[config.mk]
export PLATFORM = sky130hd
export DESIGN_NAME = serial_sum_collector
export DESIGN_NICKNAME = d
export VERILOG_FILES = /design/src/rtl/serial_sum_collector_pkg.sv /design/src/rtl/serial_sum_collector_bit_counter.sv /design/src/rtl/serial_sum_collector.sv
export SDC_FILE = /design/constraint.sdc
export NUM_CORES = 1
export LEC_CHECK = 0
export CAP_MARGIN = 5
export CORE_MARGIN = 5
export CORE_UTILIZATION = 46
export CTS_CLUSTER_DIAMETER = 80
export CTS_CLUSTER_SIZE = 16
export DETAILED_ROUTE_END_ITERATION = 6
export MAX_ROUTING_LAYER = met4
export PLACE_DENSITY_LB_ADDON = 0.25
export SKIP_LAST_GASP = 1
export SLEW_MARGIN = 20
export SYNTH_ARGS = -nofsm -noshare
export SYNTH_HDL_FRONTEND = slang
export SYNTH_SLANG_ARGS = --single-unit
[constraint.sdc]
create_clock -name clock -period 1.7 [get_ports clock]
set_input_delay 0.34 -clock clock [delete_from_list [all_inputs] [get_ports clock]]
set_output_delay 0.34 -clock clock [all_outputs]
set_load 0.02 [all_outputs]
[src/rtl/serial_sum_collector_pkg.sv]
// rtl/serial_sum_collector_pkg.sv - shared types and constants for the serial sum collector
package serial_sum_collector_pkg;

   localparam int SSC_DEFAULT_WIDTH = 5;

   typedef enum logic [1:0] {
      SSC_IDLE  = 2'd0,
      SSC_SHIFT = 2'd1,
      SSC_HOLD  = 2'd2
   } ssc_state_t;

   // Counter must reach WIDTH after the last shift without wrapping
   function automatic int ssc_cnt_width(input int w);
      return $clog2(w + 1);
   endfunction

endpackage

[src/rtl/serial_sum_collector_bit_counter.sv]
// rtl/serial_sum_collector_bit_counter.sv - loadable up-counter with terminal-count flag
module ssc_bit_counter #(
   parameter int CW = 3,
   parameter int TC = 4
) (
   input  logic          clock,
   input  logic          rst_n,
   input  logic          load,
   input  logic [CW-1:0] load_val,
   input  logic          inc,
   output logic [CW-1:0] cnt,
   output logic          tc
);

   logic [CW-1:0] cnt_q;
   logic [CW-1:0] cnt_d;

   always_comb begin
      cnt_d = cnt_q;
      if (load) begin
         cnt_d = load_val;
      end else if (inc) begin
         cnt_d = cnt_q + CW'(1);
      end
   end

   always_ff @(posedge clock or negedge rst_n) begin
      if (!rst_n) begin
         cnt_q <= '0;
      end else begin
         cnt_q <= cnt_d;
      end
   end

   assign cnt = cnt_q;
   assign tc  = (cnt_q == CW'(TC));

endmodule

[src/rtl/serial_sum_collector.sv]
// rtl/serial_sum_collector.sv - assembles a bit-serial sum and carry into a parallel word
// with a valid/ready output and a sticky flag for dropped start pulses.
module serial_sum_collector
   import serial_sum_collector_pkg::*;
#(
   parameter int WIDTH = SSC_DEFAULT_WIDTH
) (
   input  logic             clock,
   input  logic             rst_n,
   input  logic             start,
   input  logic             sum_bit,
   input  logic             carry_in,
   input  logic             out_ready,
   input  logic             err_clr,
   output logic [WIDTH-1:0] sum_out,
   output logic             carry_out,
   output logic             out_valid,
   output logic             busy,
   output logic             err_overrun
);

   localparam int CW = ssc_cnt_width(WIDTH);

   ssc_state_t       state_q, state_d;
   logic [WIDTH-1:0] shadow_q, shadow_d;
   logic [WIDTH-1:0] sum_q, sum_d;
   logic             carry_q, carry_d;
   logic             valid_q, busy_q;
   logic             err_q, err_d;

   logic             cnt_load, cnt_inc, cnt_tc;
   logic [CW-1:0]    cnt_q;
   logic             capture, finish, err_set;

   ssc_bit_counter #(
      .CW (CW),
      .TC (WIDTH - 1)
   ) u_bit_counter (
      .clock    (clock),
      .rst_n    (rst_n),
      .load     (cnt_load),
      .load_val (CW'(1)),
      .inc      (cnt_inc),
      .cnt      (cnt_q),
      .tc       (cnt_tc)
   );

   always_comb begin
      state_d  = state_q;
      shadow_d = shadow_q;
      sum_d    = sum_q;
      carry_d  = carry_q;
      cnt_load = 1'b0;
      cnt_inc  = 1'b0;
      capture  = 1'b0;
      finish   = 1'b0;
      err_set  = 1'b0;

      case (state_q)
         SSC_IDLE: begin
            capture = start;
         end
         SSC_SHIFT: begin
            for (int i = 1; i < WIDTH; i++) begin
               if (cnt_q == CW'(i)) begin
                  shadow_d[i] = sum_bit;
               end
            end
            cnt_inc = 1'b1;
            err_set = start;
            finish  = cnt_tc;
         end
         SSC_HOLD: begin
            if (out_ready) begin
               if (start) begin
                  capture = 1'b1;
               end else begin
                  state_d = SSC_IDLE;
               end
            end else begin
               err_set = start;
            end
         end
         default: begin
            state_d = SSC_IDLE;
         end
      endcase

      // A one-bit frame completes in its own start cycle
      if (capture) begin
         shadow_d[0] = sum_bit;
         cnt_load    = 1'b1;
         if (WIDTH == 1) begin
            finish = 1'b1;
         end else begin
            state_d = SSC_SHIFT;
         end
      end

      if (finish) begin
         sum_d   = shadow_d;
         carry_d = carry_in;
         state_d = SSC_HOLD;
      end

      err_d = err_q;
      if (err_set) begin
         err_d = 1'b1;
      end else if (err_clr) begin
         err_d = 1'b0;
      end
   end

   always_ff @(posedge clock or negedge rst_n) begin
      if (!rst_n) begin
         state_q  <= SSC_IDLE;
         shadow_q <= '0;
         sum_q    <= '0;
         carry_q  <= 1'b0;
         valid_q  <= 1'b0;
         busy_q   <= 1'b0;
         err_q    <= 1'b0;
      end else begin
         state_q  <= state_d;
         shadow_q <= shadow_d;
         sum_q    <= sum_d;
         carry_q  <= carry_d;
         valid_q  <= (state_d == SSC_HOLD);
         busy_q   <= (state_d == SSC_SHIFT);
         err_q    <= err_d;
      end
   end

   assign sum_out     = sum_q;
   assign carry_out   = carry_q;
   assign out_valid   = valid_q;
   assign busy        = busy_q;
   assign err_overrun = err_q;

endmodule

Run 1, zoomed window:
Window x 13 to 43, y 13 to 43 µm. Cells in grey, sequential cells in the stronger grey; small squares are vias.
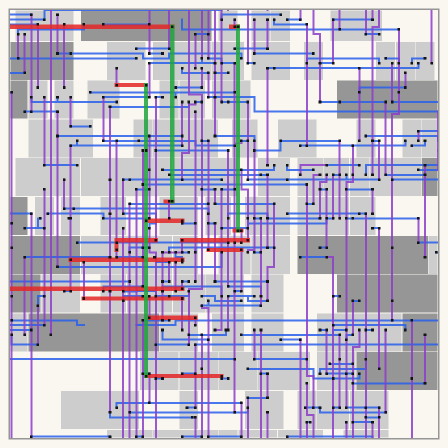
layer	colour
M3	red
M2	purple
M4	green
M1	blue
most frequent	nand2_1 (14), buf_4 (8), dfrtp_1 (7)
cells with their middle in the window	77
netlist names of flops here include	`shadow_q` (2), `sum_out` (2)
sequential cells in the window	7

Run 1, gate families picked out:
Drawn at 6 px/µm.
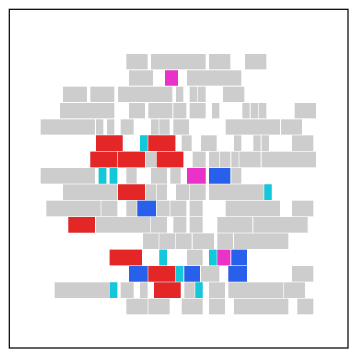
family	colour	cells
non-inverting ao/oa cells	blue	6
fa/ha/maj cells	red	10
and/or cells	magenta	3
inv cells	cyan	9
combinational share of cell area: 0.382
final non-filler cell total: 147
Commonest Layout Cell: dfrtp_1

Run 1, cell placement:
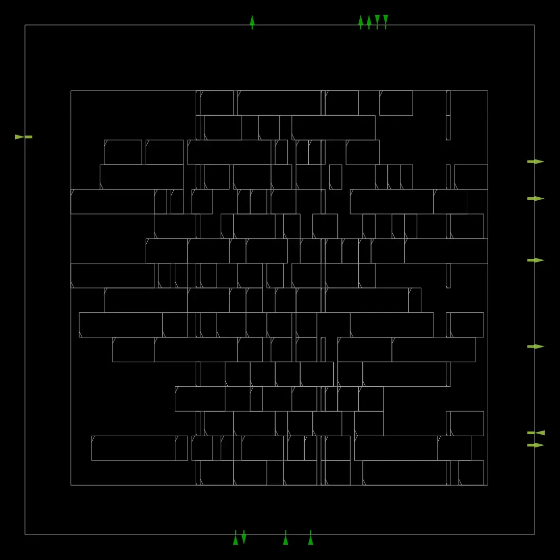
core area: 2000 µm²
Tap Count: 27
Seq cells: 18
num rows: 16
Final Util: 0.619

==> ci_impl_report.md, run 1 <==
## PnR job results

| Metric | Value |
|---|---|
| Worst slew pin tran | `~0.4 ns` |
| Floorplan net count | `roughly 110` |
| DR top layer | `met4` |
| EDFF count, synth | `0` |
| Max VDD drop | `a little over 1 mV` |
| CTS tree | `yes` |
| Via/cell ratio | `5.27` |
| Die width | `roughly 56 µm` |
| Post-layout period usage | `0.956` |
| Worst-path clk slew | `approximately 0.10 ns` |
| Drt total wl | `2.10 mm` |
| Crit-path cells | `clkdlybuf4s50_1` |
| Hold Buf Count CTS | `0` |
| Clock skew | `0.00130 ns` |
| Dominant register cell | `dfrtp_1` |
| Syn_area_per_cell | `slightly above 10 µm²` |
| Top cell family by delay on the critical path | `buffers and inverters` |
| Setup TNS | `0 ns` |
| Nets | `between 100 and 150` |
| Max-slew headroom | `0.721` |
| ANT cells | `0` |
| I/O pins | `16` |
| Crit path launch type | `register` |
| Switching pwr | `931 µW` |
| Reg2Reg Setup Slack | `~0.09 ns` |
| Status | `completed` |
| DR pass1 iterations | `4` |
| Layout cells sized above 1 | `0.175` |
| Top-area cell share | `0.459` |
| Area grow syn2layout | `26.1%` |
| Worst flop-to-flop path endpoint | `sum_out[0]` |
| Worst Setup EP | `sum_out[3]` |
| Slew Limit Fails | `0` |
| CP Launch Point | `sum_out[3]` |
| Sw Share | `0.410` |
| Post-route minimum period | `around 1.6 ns` |
| Post-DP HPWL | `1.61 mm` |
| Post-synth seq share | `0.459` |
| Global routing's busiest layer | `met2` |
| Seq cells post-synth | `18` |
| Top cells by area | `dfrtp_1, ha_1, nand2_1, mux2_2, inv_1` |
| Area reported by Yosys stat | `982 µm²` |
| Buffers & Inverters on Critical Path | `1` |
| Reg2Reg Launch Point | `state_q[1]` |
| Die Area | `~3200 µm²` |
| Most common logic cells in the final layout | `dfrtp_1, nand2_1, clkdlybuf4s50_1, buf_4` |
| CTS root buffer | `clkbuf_4` |
| Initial DRC count | `32` |
| CTS Buf Count | `3` |
| Total grt overflow | `0` |
[run 1: layout make-up]
type	count	area [µm²]
Inverter	9	33.8
Tap cell	27	33.8
Sequential cell	18	450
Timing Repair Buffer	25	225
Clock buffer	3	22.5
Multi-Input combinational cell	65	473
Fill cell	170	763
[run 1: flip-flops by register name, summed over array words and instances (netlist names)]
name / cells
state_q: 2
shadow_q: 4
sum_out: 5
carry_out: 1
err_overrun: 1
u_bit_counter.cnt: 3
out_valid: 1
busy: 1
[run 1: repair_timing]
item / CTS / global route
gates resized: 0 / 1
setup buffers: 0 / 0
setup endpoints to repair: 0 / 1
[run 1: through the flow]
stage / instances / total power [µW] / utilization / instance area [µm²]
finish: 147 / 2270 / 0.619 / 1240
global route: 147 / 2460 / 0.619 / 1240
CTS: 147 / 2280 / 0.618 / 1240
detailed placement: 144 / 2050 / 0.606 / 1210
global placement: 144 / 1990 / 0.606 / 1210
floorplan: 96 / 1570 / - / 982
[run 1: cell families (layout without fill, tap and decap cells)]
group / count (synthesis) / after routing / synth area share
adder cells (fa/ha/maj): 10 / 10 / 0.127
AND/OR/NAND/NOR: 28 / 28 / 0.139
flip-flops: 18 / 18 / 0.459
buffers and inverters: 13 / 37 / 0.0624
multiplexers: 4 / 4 / 0.0459
AND-OR/OR-AND: 23 / 23 / 0.167
[run 1: Yosys cell counts, drive strengths merged (2+ instances only)]
cell type / count
dfrtp: 18
nand2: 15
ha: 10
inv: 9
a21oi: 5
mux2: 4
o21ai: 4
a211oi: 3
buf: 3
nand2b: 3
nand3: 3
nand4: 3
and2: 2
o22a: 2
o22ai: 2
[run 1: power by group through the flow]
stage	logic, µW	clock network [µW]	registers (µW)
finish	1300	210	759
global route	1430	243	786
CTS	1310	218	757
detailed placement	1280	0	768
global placement	1240	0	747
floorplan	685	0	885
==> run 2: changes to the inputs <==
- SKIP_LAST_GASP: 1 -> default
- SLEW_MARGIN: 20 -> default
Run 2, cell placement:
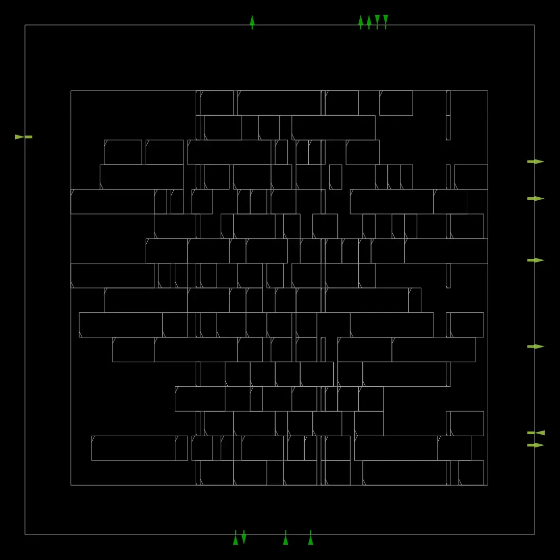
Seq area share: 0.364
FILL cells: 170

==> ci_impl_report.md, run 2 <==
## PnR job results

| Metric | Value |
|---|---|
| Status | `completed` |
| Core area | `2000 µm² (unchanged)` |
| Setup TNS | `0 ns (unchanged)` |
| EDFF count, synth | `0 (unchanged)` |
| Seq cells post-synth | `18 (unchanged)` |
| Area grow syn2layout | `26.1% (unchanged)` |
| Floorplan net count | `113 (unchanged)` |
| Inst Count DP | `144 (unchanged)` |
| Top cells by area | `dfrtp_1, ha_1, nand2_1, mux2_2, inv_1` |
| CTS root buffer | `clkbuf_4` |
| Most common logic cells in the final layout | `dfrtp_1, nand2_1, clkdlybuf4s50_1, buf_4` |
| Top non-seq family | `AND-OR/OR-AND gates` |
| Synth cell count leaders | `dfrtp_1, nand2_1, ha_1` |
| Reg2Reg Launch Point | `state_q[1]` |
| I/O pins | `16 (unchanged)` |
| Clock skew | `0.00130 ns (unchanged)` |
| Final non-filler cell total | `147 (unchanged)` |
| Largest register FFs | `5 (unchanged)` |
| Mux frac, synth | `0.0459 (unchanged)` |
| Top cell family by delay on the critical path | `buffers and inverters` |
| CTS tree | `yes` |
| Commonest Layout Cell | `dfrtp_1` |
| Num rows | `16 (unchanged)` |
| Syn_area_per_cell | `10.2 µm² (unchanged)` |
| Total grt overflow | `0 (unchanged)` |
| Yosys aoi share | `0.167 (unchanged)` |
| Worst flop-to-flop path endpoint | `sum_out[0]` |
| Most instantiated library cell after synthesis | `dfrtp_1` |
| Slew Limit Fails | `0 (unchanged)` |
| Post-layout period usage | `0.956 (unchanged)` |
| Reg2Reg Setup Slack | `0.09 ns (about the same)` |
| Buffers & Inverters on Critical Path | `1 (unchanged)` |
| Worst slew pin tran | `0.409 ns (unchanged)` |
| Dominant register cell | `dfrtp_1` |
| Die width | `56.2 µm (unchanged)` |
| Top-area cell share | `0.459 (unchanged)` |
| Post-Synth XOR/XNOR Area | `0 (unchanged)` |
==> run 2: cell counts after synthesis <==
No cell type changed its count.
==> run 2: area by class of cell <==
type	count	area, µm²
sequential	18	450
inverter	9	33.8
clock buffer	3	22.5
multi-input combinational	65	473
fill	170	763
timing repair buffer	25	225
tap	27	33.8
==> run 2: logic make-up after synthesis <==
| kind of cell | after synthesis |
|---|---|
| AND/OR/NAND/NOR | 28 |
| buffers and inverters | 13 |
| adder cells (fa/ha/maj) | 10 |
| flip-flops | 18 |
| multiplexers | 4 |
| AND-OR/OR-AND | 23 |
==> run 2: timing repair <==
| action | in CTS | in global routing |
|---|---|---|
| endpoints found under the setup margin | 0 | 1 |
| buffers inserted | 0 | 0 |
| resized | 0 | 1 |
==> run 2: worst max-delay path by stage <==
stage | end | depth (start not counted)
after floorplan | busy | 6
after global placement | sum_out[0] | 5
after detailed placement | sum_out[0] | 5
after CTS | sum_out[3] | 5
after global routing | sum_out[0] | 6
final | sum_out[3] | 1
==> run 2: power breakdown <==
| part | switching, µW | internal [µW] |
|---|---|---|
| Sequential | 124 | 634 |
| Clock | 127 | 82.5 |
| Combinational | 679 | 623 |
==> run 2: routing by layer <==
metal,vias to the layer above,track usage
li1,382,-
met1,360,0.184
met2,26,0.242
met3,7,0.0394
met4,0,0.0678
met5,-,-
==> run 2: per-stage QoR <==
stage	setup slack (ns)	util	instance area, µm²
2_1_floorplan	0.0880	-	982
3_3_place_gp	0.0876	0.606	1210
3_5_place_dp	0.0602	0.606	1210
4_1_cts	0.0381	0.618	1240
5_1_grt	0.00350	0.619	1240
6_report	0.0750	0.619	1240
Run 2, gate families picked out:
Drawn at 6 px/µm.
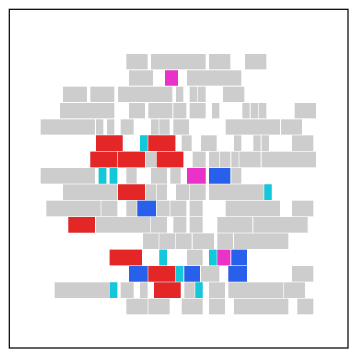

==> run 3: changes to the inputs <==
- CORE_UTILIZATION: 46 -> 54
- DONT_BUFFER_PORTS: default -> 1
Run 3, gate families picked out:
Drawn at 8 px/µm.
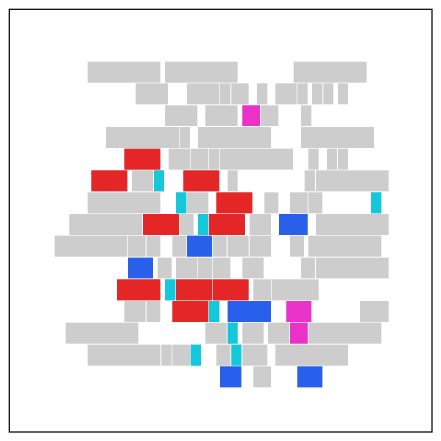
family	colour	cells
and/or cells	magenta	3
non-inverting ao/oa cells	blue	6
fa/ha/maj cells	red	10
inv cells	cyan	9

==> ci_impl_report.md, run 3 <==
## PnR job results

| Metric | Value |
|---|---|
| EDFF count, synth | `0 (unchanged)` |
| Dominant register cell | `dfrtp_1` |
| Worst slew pin tran | `0.780 ns (+0.372 ns)` |
| Most common logic cells in the final layout | `dfrtp_1, nand2_1, inv_1, ha_1, buf_4` |
| Yosys stat cell total | `96` |
| Sw Share | `0.428 (+0.0180)` |
| Final non-filler cell total | `127 (-14%)` |
| Top cell family by delay on the critical path | `AND-OR/OR-AND gates` |
| DR pass1 iterations | `4` |
| Floorplan net count | `113 (unchanged)` |
| Metal3 WL | `~95 µm` |
| Commonest Layout Cell | `dfrtp_1` |
| Num rows | `15 (-1)` |
| Seq cells post-synth | `18 (unchanged)` |
| Largest register FFs | `5 (unchanged)` |
| Core area | `1730 µm² (-14%)` |
| Leakage power | `just over 0.0005 µW` |
| Top-area cell share | `0.459 (unchanged)` |
| Clock Power | `207 µW (about the same)` |
| Place WS | `0.0431 ns (-0.0171 ns)` |
| Most instantiated library cell after synthesis | `dfrtp_1` |
| Final worst setup slack | `0.0826 ns (+0.00761 ns)` |
| Clock group share of total power | `0.102 (+0.010)` |
| Global routing's busiest layer | `met2` |
| Total grt overflow | `0 (unchanged)` |
| Slew Limit Fails | `0 (unchanged)` |
| Sequential share of power | `0.436 (+0.102)` |
| Synth cell count leaders | `dfrtp_1, nand2_1, ha_1` |
| Setup TNS | `0 ns (unchanged)` |
| Drt total wl | `~1.8 mm` |
| Power share of the combinational group | `0.462 (-0.111)` |
| Seq pwr | `885 µW (+17%)` |
| Top Consumer | `combinational cells` |
| Met1 Usage GRT | `0.199 (+0.0157)` |
| I/O pins | `16 (unchanged)` |
| Post-layout period usage | `0.951 (-0.00447)` |
| CTS tree | `yes` |
| Die width | `52.7 µm (-6.3%)` |
| Clock Latency Late Sink | `just under 0.3 ns` |
| Crit path arrival time | `~1.8 ns` |
| Gpl congestion | `approximately 0.84` |
| Global-route track usage on met2 | `0.252 (+0.0100)` |
| Status | `completed` |
| Die Area | `2770 µm²` |
| Final Util | `0.622 (+0.00299)` |
| Met1 wire length | `808 µm` |
| Buffers & Inverters on Critical Path | `1 (unchanged)` |
| FILL cells | `152 (-11%)` |
| Number of OpenROAD warnings | `33` |
| CTS root buffer | `clkbuf_4` |
| Top cells by area | `dfrtp_1, ha_1, nand2_1, mux2_2, inv_1` |
| Worst path slowest cell | `dfrtp_1` |
| Crit path launch type | `register` |
| Clock skew | `0.00121 ns (-0.0000964 ns)` |
| Register area | `450 µm² (unchanged)` |
| Post-CTS Setup Inserts | `0 (unchanged)` |
| Switching pwr | `869 µW (-6.7%)` |
| Area grow syn2layout | `9.30%` |
| Syn_area_per_cell | `10.2 µm² (unchanged)` |
| Max_cap viols | `0` |
| P per Cell Area | `1890 nW/µm²` |
| Critical Path RT | `between 1.5 and 2 ns` |
| Met3 Use GR | `0.0370 (-0.00241)` |
| Gate Area | `480 µm² (+1.6%)` |
| Post-CTS sizing | `0 (unchanged)` |
| Inst Count DP | `123 (-15%)` |
| Power Combinational | `937 µW (-28%)` |
## run 3: cell counts after synthesis
No cell type changed its count.
## run 3: cell type report
| type | instances | share of cell area |
|---|---|---|
| multi-input combinational | 65 | 0.448 |
| sequential | 18 | 0.420 |
| tap | 25 | 0.0291 |
| timing repair buffer | 7 | 0.0513 |
| clock buffer | 3 | 0.0210 |
| inverter | 9 | 0.0315 |
## run 3: cells by family (layout without fill, tap and decap cells)
group | after synthesis | count (layout) | synth area share
mux | 4 | 4 | 0.0459
flops | 18 | 18 | 0.459
compound gates | 23 | 23 | 0.167
simple gates | 28 | 28 | 0.139
fa+ha+maj | 10 | 10 | 0.127
buf+inv | 13 | 19 | 0.0624
## run 3: worst paths after layout
| kind | from | end | slack [ns] | cells after the start |
|---|---|---|---|---|
| worst max-delay path | state_q[1] | busy | 0.08 | 5 |
| worst min-delay path | err_clr | err_overrun | 0.15 | 1 |
| worst max register to register | state_q[1] | busy | 0.08 | 5 |
| worst min register to register | shadow_q[3] | shadow_q[3] | 0.50 | 1 |
| max in group asynchronous | rst_n | u_bit_counter.cnt[2] | 0.65 | 1 |
| min in group asynchronous | rst_n | busy | 0.56 | 1 |
## run 3: worst register-to-register path: cells and delay by family, from the launching register on
| family | cells | cell delay (ns) |
|---|---|---|
| AOI/OAI and AO/OA | 2 | 0.53 |
| adders and majority gates | 1 | 0.23 |
| buffers and inverters | 1 | 0.16 |
| DFF | 1 | 0.41 |
| and+or+nand+nor | 1 | 0.18 |
## run 3: metrics by stage
stage	instance area (µm²)	total power (µW)	hold WS (ns)
detailed placement	1030	1800	0.0449
finish	1070	2030	0.149
floorplan	982	1570	0.0444
global placement	1030	1760	0.0448
CTS	1060	2020	0.150
global route	1070	2210	0.156
Power is estimated from default activity; no workload was simulated.
